Fig. 1: run 1, M2 wires
Drawn at 3 px/um.
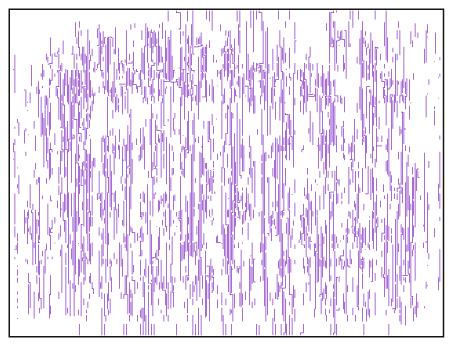
Fig. 2: run 1, clock distribution
Drawn at 2 px/um.
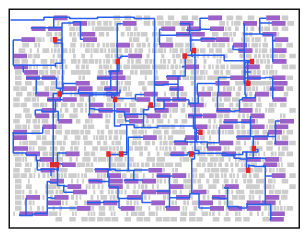
Fig. 3: run 1, cell placement
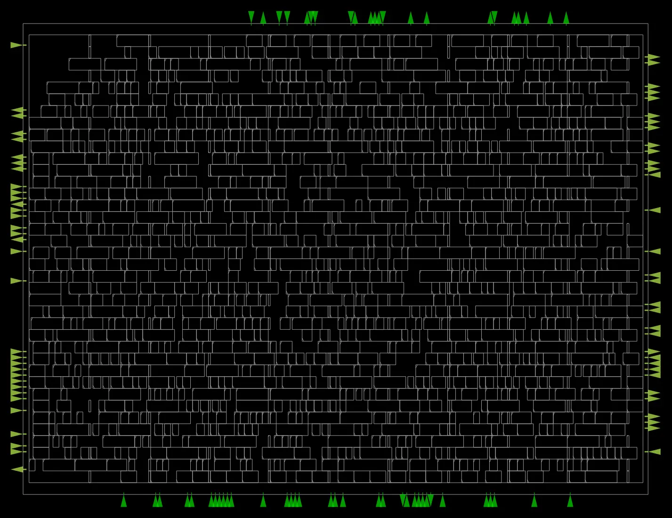
Fig. 4: run 1, wires at chosen ports, followed through buffers
Drawn at 3 px/um.
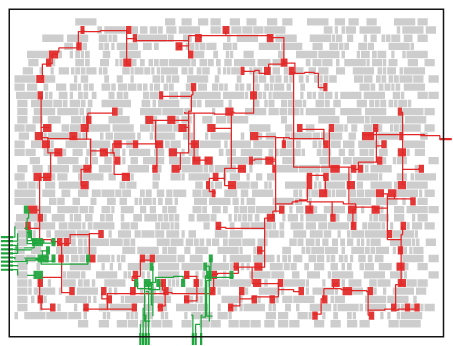
$ cat config.mk
export PLATFORM = sky130hd
export DESIGN_NAME = glitch_sched
export DESIGN_NICKNAME = d
export VERILOG_FILES = /design/src/rtl/glitch_sched.sv
export SDC_FILE = /design/constraint.sdc
export NUM_CORES = 1
export LEC_CHECK = 0
export ABC_CLOCK_PERIOD_IN_PS = 3800
export CORE_ASPECT_RATIO = 0.75
export CORE_MARGIN = 1
export CORE_UTILIZATION = 57
export CTS_BUF_LIST = sky130_fd_sc_hd__clkbuf_2
export DETAILED_ROUTE_END_ITERATION = 10
export HOLD_SLACK_MARGIN = 0.05
export PLACE_DENSITY_LB_ADDON = 0.05
export SLEW_MARGIN = 10
export SYNTH_ARGS = -nofsm -noshare
export SYNTH_HDL_FRONTEND = slang
export SYNTH_SLANG_ARGS = --single-unit
$ cat constraint.sdc
create_clock -name clk -period 3.8 [get_ports clk]
set_input_delay 0.76 -clock clk [delete_from_list [all_inputs] [get_ports clk]]
set_output_delay 0.76 -clock clk [all_outputs]
set_load 0.01 [all_outputs]
$ cat src/rtl/glitch_sched.sv
// Sweep scheduler for the glitch pulse stage: walks a (delay, width) grid, one fire per trigger edge.
// Optional ARM timeout with point skipping is compiled in when GLITCH_TRIG_TIMEOUT_EN is defined.
module glitch_sched #(
  parameter int DELAY_W = 16,
  parameter int HOLDOFF = 512,
  parameter int TIMEOUT = 1000000
) (
  input  logic               clk,
  input  logic               rst,
  input  logic               start,
  input  logic               abort,
  input  logic               trig_in,
  input  logic [DELAY_W-1:0] delay_min,
  input  logic [DELAY_W-1:0] delay_max,
  input  logic [DELAY_W-1:0] delay_step,
  input  logic [7:0]         width_min,
  input  logic [7:0]         width_max,
  input  logic [7:0]         width_step,
  output logic               pulse_en,
  output logic [7:0]         pulse_width,
  output logic [DELAY_W-1:0] cur_delay,
  output logic               busy,
  output logic               done,
  output logic [15:0]        attempt_cnt,
  output logic               timeout
);

  localparam int HOLD_W = $clog2(HOLDOFF + 1);

  typedef enum logic [2:0] {
    IDLE,
    ARM,
    DELAY,
    FIRE,
    HOLD,
    DONE
  } state_t;

  state_t state_reg;

  logic sync1_reg;
  logic sync2_reg;
  logic prev_reg;
  logic trig_edge;

  // delay_min is captured straight into cur_delay; the delay loop never rewinds.
  logic [DELAY_W-1:0] dmax_reg;
  logic [DELAY_W-1:0] dstep_reg;
  logic [7:0]         wmin_reg;
  logic [7:0]         wmax_reg;
  logic [7:0]         wstep_reg;

  logic [DELAY_W-1:0] dly_cnt_reg;
  logic [HOLD_W-1:0]  hold_cnt_reg;
  logic [7:0]         next_width_reg;
  logic [DELAY_W-1:0] next_delay_reg;
  logic               last_reg;

  logic [8:0]         width_sum;
  logic [DELAY_W:0]   delay_sum;
  logic               width_wrap;
  logic               sweep_end;
  logic [7:0]         width_next;
  logic [DELAY_W-1:0] delay_next;
  logic               arm_expired;

  always_ff @(posedge clk) begin
    if (rst) begin
      sync1_reg <= 1'b0;
      sync2_reg <= 1'b0;
      prev_reg  <= 1'b0;
    end else begin
      sync1_reg <= trig_in;
      sync2_reg <= sync1_reg;
      prev_reg  <= sync2_reg;
    end
  end

  assign trig_edge = sync2_reg & ~prev_reg;

  // Next grid point: width is the inner loop; sums are one bit wider so nothing wraps.
  always_comb begin
    width_sum  = {1'b0, pulse_width} + {1'b0, wstep_reg};
    delay_sum  = {1'b0, cur_delay} + {1'b0, dstep_reg};
    width_wrap = width_sum > {1'b0, wmax_reg};
    sweep_end  = width_wrap && (delay_sum > {1'b0, dmax_reg});
    width_next = width_wrap ? wmin_reg : width_sum[7:0];
    delay_next = width_wrap ? delay_sum[DELAY_W-1:0] : cur_delay;
  end

`ifdef GLITCH_TRIG_TIMEOUT_EN
  localparam int TO_W = $clog2(TIMEOUT + 1);

  logic [TO_W-1:0] arm_cnt_reg;
  logic            start_accept;

  assign start_accept = ((state_reg == IDLE) || (state_reg == DONE)) && start && !abort;
  assign arm_expired  = (state_reg == ARM) && !trig_edge && (arm_cnt_reg == TO_W'(TIMEOUT - 1));

  // Counter restarts on every ARM entry, including the re-entry after a skipped point.
  always_ff @(posedge clk) begin
    if (rst || abort || (state_reg != ARM) || trig_edge || arm_expired) begin
      arm_cnt_reg <= '0;
    end else begin
      arm_cnt_reg <= arm_cnt_reg + TO_W'(1);
    end
  end

  always_ff @(posedge clk) begin
    if (rst) begin
      timeout <= 1'b0;
    end else if (start_accept) begin
      timeout <= 1'b0;
    end else if (arm_expired && !abort) begin
      timeout <= 1'b1;
    end
  end
`else
  assign arm_expired = 1'b0;
  assign timeout     = 1'b0;
`endif

  always_ff @(posedge clk) begin
    if (rst) begin
      state_reg      <= IDLE;
      pulse_en       <= 1'b0;
      pulse_width    <= 8'd0;
      cur_delay      <= '0;
      busy           <= 1'b0;
      done           <= 1'b0;
      attempt_cnt    <= 16'd0;
      dmax_reg       <= '0;
      dstep_reg      <= DELAY_W'(1);
      wmin_reg       <= 8'd0;
      wmax_reg       <= 8'd0;
      wstep_reg      <= 8'd1;
      dly_cnt_reg    <= '0;
      hold_cnt_reg   <= '0;
      next_width_reg <= 8'd0;
      next_delay_reg <= '0;
      last_reg       <= 1'b0;
    end else if (abort) begin
      state_reg <= IDLE;
      pulse_en  <= 1'b0;
      busy      <= 1'b0;
      done      <= 1'b0;
    end else begin
      pulse_en <= 1'b0;
      case (state_reg)
        IDLE, DONE: begin
          if (start) begin
            dmax_reg    <= delay_max;
            dstep_reg   <= (delay_step == '0) ? DELAY_W'(1) : delay_step;
            wmin_reg    <= width_min;
            wmax_reg    <= width_max;
            wstep_reg   <= (width_step == 8'd0) ? 8'd1 : width_step;
            cur_delay   <= delay_min;
            pulse_width <= width_min;
            attempt_cnt <= 16'd0;
            done        <= 1'b0;
            busy        <= 1'b1;
            state_reg   <= ARM;
          end
        end
        ARM: begin
          // Zero delay bypasses DELAY so the strobe lands one cycle after the edge.
          if (trig_edge) begin
            if (cur_delay == '0) begin
              pulse_en  <= 1'b1;
              state_reg <= FIRE;
            end else begin
              dly_cnt_reg <= cur_delay - DELAY_W'(1);
              state_reg   <= DELAY;
            end
          end else if (arm_expired) begin
            if (sweep_end) begin
              busy      <= 1'b0;
              done      <= 1'b1;
              state_reg <= DONE;
            end else begin
              pulse_width <= width_next;
              cur_delay   <= delay_next;
            end
          end
        end
        DELAY: begin
          if (dly_cnt_reg == '0) begin
            pulse_en  <= 1'b1;
            state_reg <= FIRE;
          end else begin
            dly_cnt_reg <= dly_cnt_reg - DELAY_W'(1);
          end
        end
        FIRE: begin
          attempt_cnt    <= attempt_cnt + 16'd1;
          next_width_reg <= width_next;
          next_delay_reg <= delay_next;
          last_reg       <= sweep_end;
          hold_cnt_reg   <= HOLD_W'(HOLDOFF - 1);
          state_reg      <= HOLD;
        end
        HOLD: begin
          // The fired point stays on the outputs until the pulse stage has surely finished.
          if (hold_cnt_reg == '0) begin
            if (last_reg) begin
              busy      <= 1'b0;
              done      <= 1'b1;
              state_reg <= DONE;
            end else begin
              pulse_width <= next_width_reg;
              cur_delay   <= next_delay_reg;
              state_reg   <= ARM;
            end
          end else begin
            hold_cnt_reg <= hold_cnt_reg - HOLD_W'(1);
          end
        end
        default: begin
          busy      <= 1'b0;
          state_reg <= IDLE;
        end
      endcase
    end
  end

endmodule
==> flow_metrics.py, run 1 <==
# Metrics from the implementation run
metrics = {
    "final_layout": {
        "lay_top_count": "dfxtp_1",
        "n_antenna_cell": 0,
        "buffers": 137,
        "largest_cell_class": "combinational gates",
        "fin_nets": 1289,
        "post-route-util": 0.697,
        "final_cell_mix": "156 x dfxtp_1, 152 x nand2_1, 118 x clkdlybuf4s50_1, 117 x a21oi_1, 108 x nor2_1",
        "logic_gates": 813,
        "final-clk-cell-share": 0.0191,
        "comb_area_um2": 5170,
        "area_delta_synth_final_pct": 18.1,
        "inverters": 34,
    },
    "global_route": {
        "gr-max-usage-layer": "met2",
        "grt.met1_usage": 0.389,
        "grt_use_met3": 0.0531,
        "overflow": 0,
        "grt_max_degree": 68,
        "grt_util_all_layers": 0.282,
    },
    "place": {
        "place.gp.congestion": 0.901,
        "place_ws_ps": 445,
        "hpwl_um": 15200,
        "placed_cells": 1340,
    },
    "logic_synthesis": {
        "yosys_area_um2": 8650,
        "ys.flop_type": "dfxtp_1",
        "synthAoiAreaFrac": 0.209,
        "top_area_cell": "dfxtp_1",
        "fp_nets": 1193,
        "common_cells": "156 x dfxtp_1, 152 x nand2_1, 117 x a21oi_1, 109 x nor2_1, 51 x ha_1",
        "mux_share": 0.0498,
        "ys_top_logic_family": "AND-OR/OR-AND gates",
        "area_leaders": "dfxtp_1 36%, ha_1 7.4%, a21oi_1 6.8%",
        "seq_area_frac_synth": 0.361,
        "yosys_warnings": 0,
        "ys_types": 68,
    },
    "sta": {
        "rsz0062_at_grt": "false",
        "drv_slew": 0,
        "setup_viol": 0,
        "hold_slack_ps": 462,
        "fin_crit_sh": 0.907,
        "fin_crit_ps": 3450,
        "max_freq_mhz": 290,
        "fin_ws_ps": 355,
        "hold_viol_final": 0,
    },
    "setup_path": {
        "path_cells": "ha_1 -> fa_1 -> a211oi_1 -> nor2_1 -> o21a_1 -> nor2_1 -> xnor2_1 -> ha_1 -> nand4_1 -> or2_2 -> a21oi_1 -> o21ai_2 -> buf_12 -> mux2i_1 -> a211oi_1",
        "endpoint": "next_delay_reg[3]$_SDFFE_PP0P_",
        "r2r_end": "next_delay_reg[3]$_SDFFE_PP0P_",
        "r2r_slack_ps": 350,
        "cp.required_ps": 4490,
        "startpoint_type": "flop",
        "crit_slowest_cell": "fa_1",
        "slowest_delay_ps": 420,
        "critPathArrivalTime_ps": 4130,
        "cp_num_buf_inv": 1,
        "crit_cells": 15,
        "crit_path_start": "pulse_width[0]$_SDFFE_PP0P_",
        "path_class": "flop to flop",
    },
    "power_and_ir_drop": {
        "powerSeq_mw": 1.76,
        "top_power_group": "sequential cells",
        "vdd_drop_max_v": 0.000215,
        "power.switching_mw": 1.16,
        "sw_frac_of_total": 0.330,
        "pg_clk_uw": 833,
        "leakagePower_nw": 3.80,
    },
    "route": {
        "maxUsedRoutingLayer": "met4",
        "vias_per_cell": 5.70,
        "wl_met1_um": 10100,
        "wl_met3_um": 1200,
        "wl_met2_um": 9560,
        "drtIter0Drc": 490,
    },
    "run_status": {
        "status": "complete, no violations",
    },
    "clock_network": {
        "cts_sinks": 156,
        "holdBufCountCts": 0,
        "cts_buffer_depth": 2,
        "post_cts_buffers": 0,
        "clk_latency_ps": 770,
        "numCtsBuffers": 17,
        "cts_tree": "done",
    },
    "flow_run": {
        "warnings": 26,
    },
    "min_path": {
        "holdCritStartpoint": "sync1_reg$_SDFF_PP0_",
        "whs_endpoint": "sync2_reg$_SDFF_PP0_",
    },
    "floorplan": {
        "die_w_um": 144,
    },
}
-- Fig. 1 (at the start) --
longest straight run: 41.1 um
wire length on this layer: 9560 um
share of all routed wire: 45%
main direction: vertical
drt total wl: 21200 um
met2 usage: 0.445
vias: 7827

-- Fig. 2 (at the start) --
[blue] clock wires | length: 1900 um
[purple] flip-flops | count: 156
[red] clock-net drivers | count: 17
flops lie: all over the die
Clock power frac: 0.237
Max Clock Skew: 30.0 ps

-- Fig. 3 (at the start) --
Final Non-Filler Cells: 1372
filler instances: 1314
cell row count: 38
Seq cells: 156
core footprint: 14600 um^2

-- Fig. 4 (at the start) --
[green] delay_step | bits: 16 | direction: input | edge: 9 west, 7 south | end cells: 20 | wire: 326 um
[red] rst | bits: 1 | direction: input | edge: east | end cells: 145 | wire: 1280 um
port buffer count: 119
I/O pins: 121

## Run 2: what changed since run 1
--- a/config.mk
+++ b/config.mk
@@ -13,7 +13,7 @@
 export DETAILED_ROUTE_END_ITERATION = 10
 export HOLD_SLACK_MARGIN = 0.05
 export PLACE_DENSITY_LB_ADDON = 0.05
-export SLEW_MARGIN = 10
+export SLEW_MARGIN = 20
 export SYNTH_ARGS = -nofsm -noshare
 export SYNTH_HDL_FRONTEND = slang
 export SYNTH_SLANG_ARGS = --single-unit
==> run 2 against run 1 <==
Against the previous run:
- register-to-register slack about the same
- critical path depth unchanged
- wire length unchanged
- fmax unchanged
- sequential power about the same
- final cell count unchanged
- count of clock-buffer cells in the layout unchanged
- critical path type unchanged
- largest cell class unchanged
==> flow_metrics.py, run 2 <==
# Metrics from the implementation run
metrics = {
    "floorplan": {
        "ios": 121,
        "placementRows": 38,
    },
    "clock_network": {
        "cts_buffer_depth": 2,
        "cts_tree": "done",
        "cts_sinks": 156,
        "holdBufCountCts": 0,
        "numCtsBuffers": 17,
    },
    "logic_synthesis": {
        "ys_types": 68,
        "common_cells": "156 x dfxtp_1, 152 x nand2_1, 117 x a21oi_1, 109 x nor2_1, 51 x ha_1",
        "seq_area_frac_synth": 0.361,
        "synthAoiAreaFrac": 0.209,
        "ys_top_logic_family": "AND-OR/OR-AND gates",
        "fp_nets": 1193,
        "yosys_warnings": 0,
        "area_leaders": "dfxtp_1 36%, ha_1 7.4%, a21oi_1 6.8%",
        "top_area_cell": "dfxtp_1",
        "ys.flop_type": "dfxtp_1",
        "yosys_area_um2": 8650,
        "mux_share": 0.0498,
    },
    "run_status": {
        "status": "complete, no violations",
    },
    "sta": {
        "drv_slew": 0,
        "fin_ws_ps": 355,
        "max_freq_mhz": 290,
        "fin_crit_ps": 3450,
        "clock_skew_ps": 30.0,
        "hold_viol_final": 0,
    },
    "power_and_ir_drop": {
        "clkPwrFrac": 0.237,
        "powerSeq_mw": 1.76,
        "sw_frac_of_total": 0.330,
        "power.switching_mw": 1.16,
        "leakagePower_nw": 3.80,
        "top_power_group": "sequential cells",
    },
    "global_route": {
        "overflow": 0,
        "gr-max-usage-layer": "met2",
        "grt.met1_usage": 0.389,
        "grt_use_met3": 0.0531,
        "grt_use_met2": 0.445,
        "grt_max_degree": 68,
    },
    "route": {
        "wl_met1_um": 10100,
        "maxUsedRoutingLayer": "met4",
        "routed-via-count": 7827,
        "wl_met3_um": 1200,
        "drtIter0Drc": 490,
        "routed_wl_um": 21200,
        "wl_met2_um": 9560,
    },
    "final_layout": {
        "final_cell_mix": "156 x dfxtp_1, 152 x nand2_1, 118 x clkdlybuf4s50_1, 117 x a21oi_1, 108 x nor2_1",
        "n_antenna_cell": 0,
        "comb_area_um2": 5170,
        "largest_cell_class": "combinational gates",
        "lay_top_count": "dfxtp_1",
        "inverters": 34,
        "finalNonFillerCells": 1372,
        "fillers": 1314,
        "fin_nets": 1289,
    },
    "setup_path": {
        "r2r_end": "next_delay_reg[3]$_SDFFE_PP0P_",
        "crit_slowest_cell": "fa_1",
        "cp_num_buf_inv": 1,
        "startpoint_type": "flop",
        "critPathArrivalTime_ps": 4130,
        "crit_path_start": "pulse_width[0]$_SDFFE_PP0P_",
        "crit_cells": 15,
        "endpoint": "next_delay_reg[3]$_SDFFE_PP0P_",
        "path_class": "flop to flop",
    },
    "place": {
        "place.gp.congestion": 0.901,
        "portBuffers": 119,
        "place_ws_ps": 445,
        "placed_cells": 1340,
    },
    "flow_run": {
        "warnings": 26,
    },
}
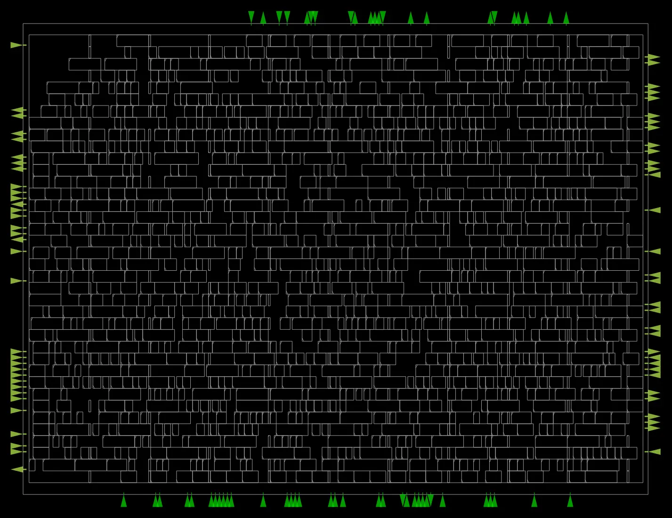
Fig. 5. Cell placement (run 2).
Seq area share: 0.306
Tap Count: 200
post-layout util: 0.697

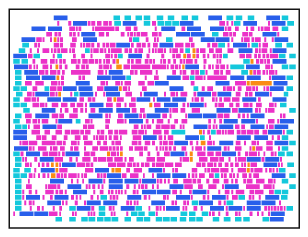
Fig. 6. Cell classes on the final placement (run 2).
Drawn at 2 px/um.
[orange] clock drivers and dummy loads | cells: 32
[blue] registers | cells: 156
[cyan] remaining buffers and delay cells | cells: 137
[magenta] remaining logic cells | cells: 847
final instance area: 10200 um^2

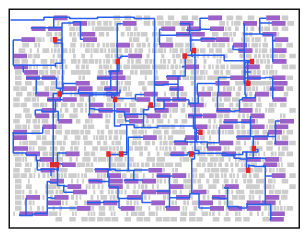
Fig. 7. Clock distribution (run 2).
Drawn at 2 px/um.
[blue] clock wires | length: 1900 um
[purple] flip-flops | count: 156
[red] clock-net drivers | count: 17
flops lie: all over the die
routed clock nets: 18
Late-Pin Clk Latency: 770 ps
clock group power: 833 uW

Power figures rest on the tool's default switching activity, not on a simulated workload.
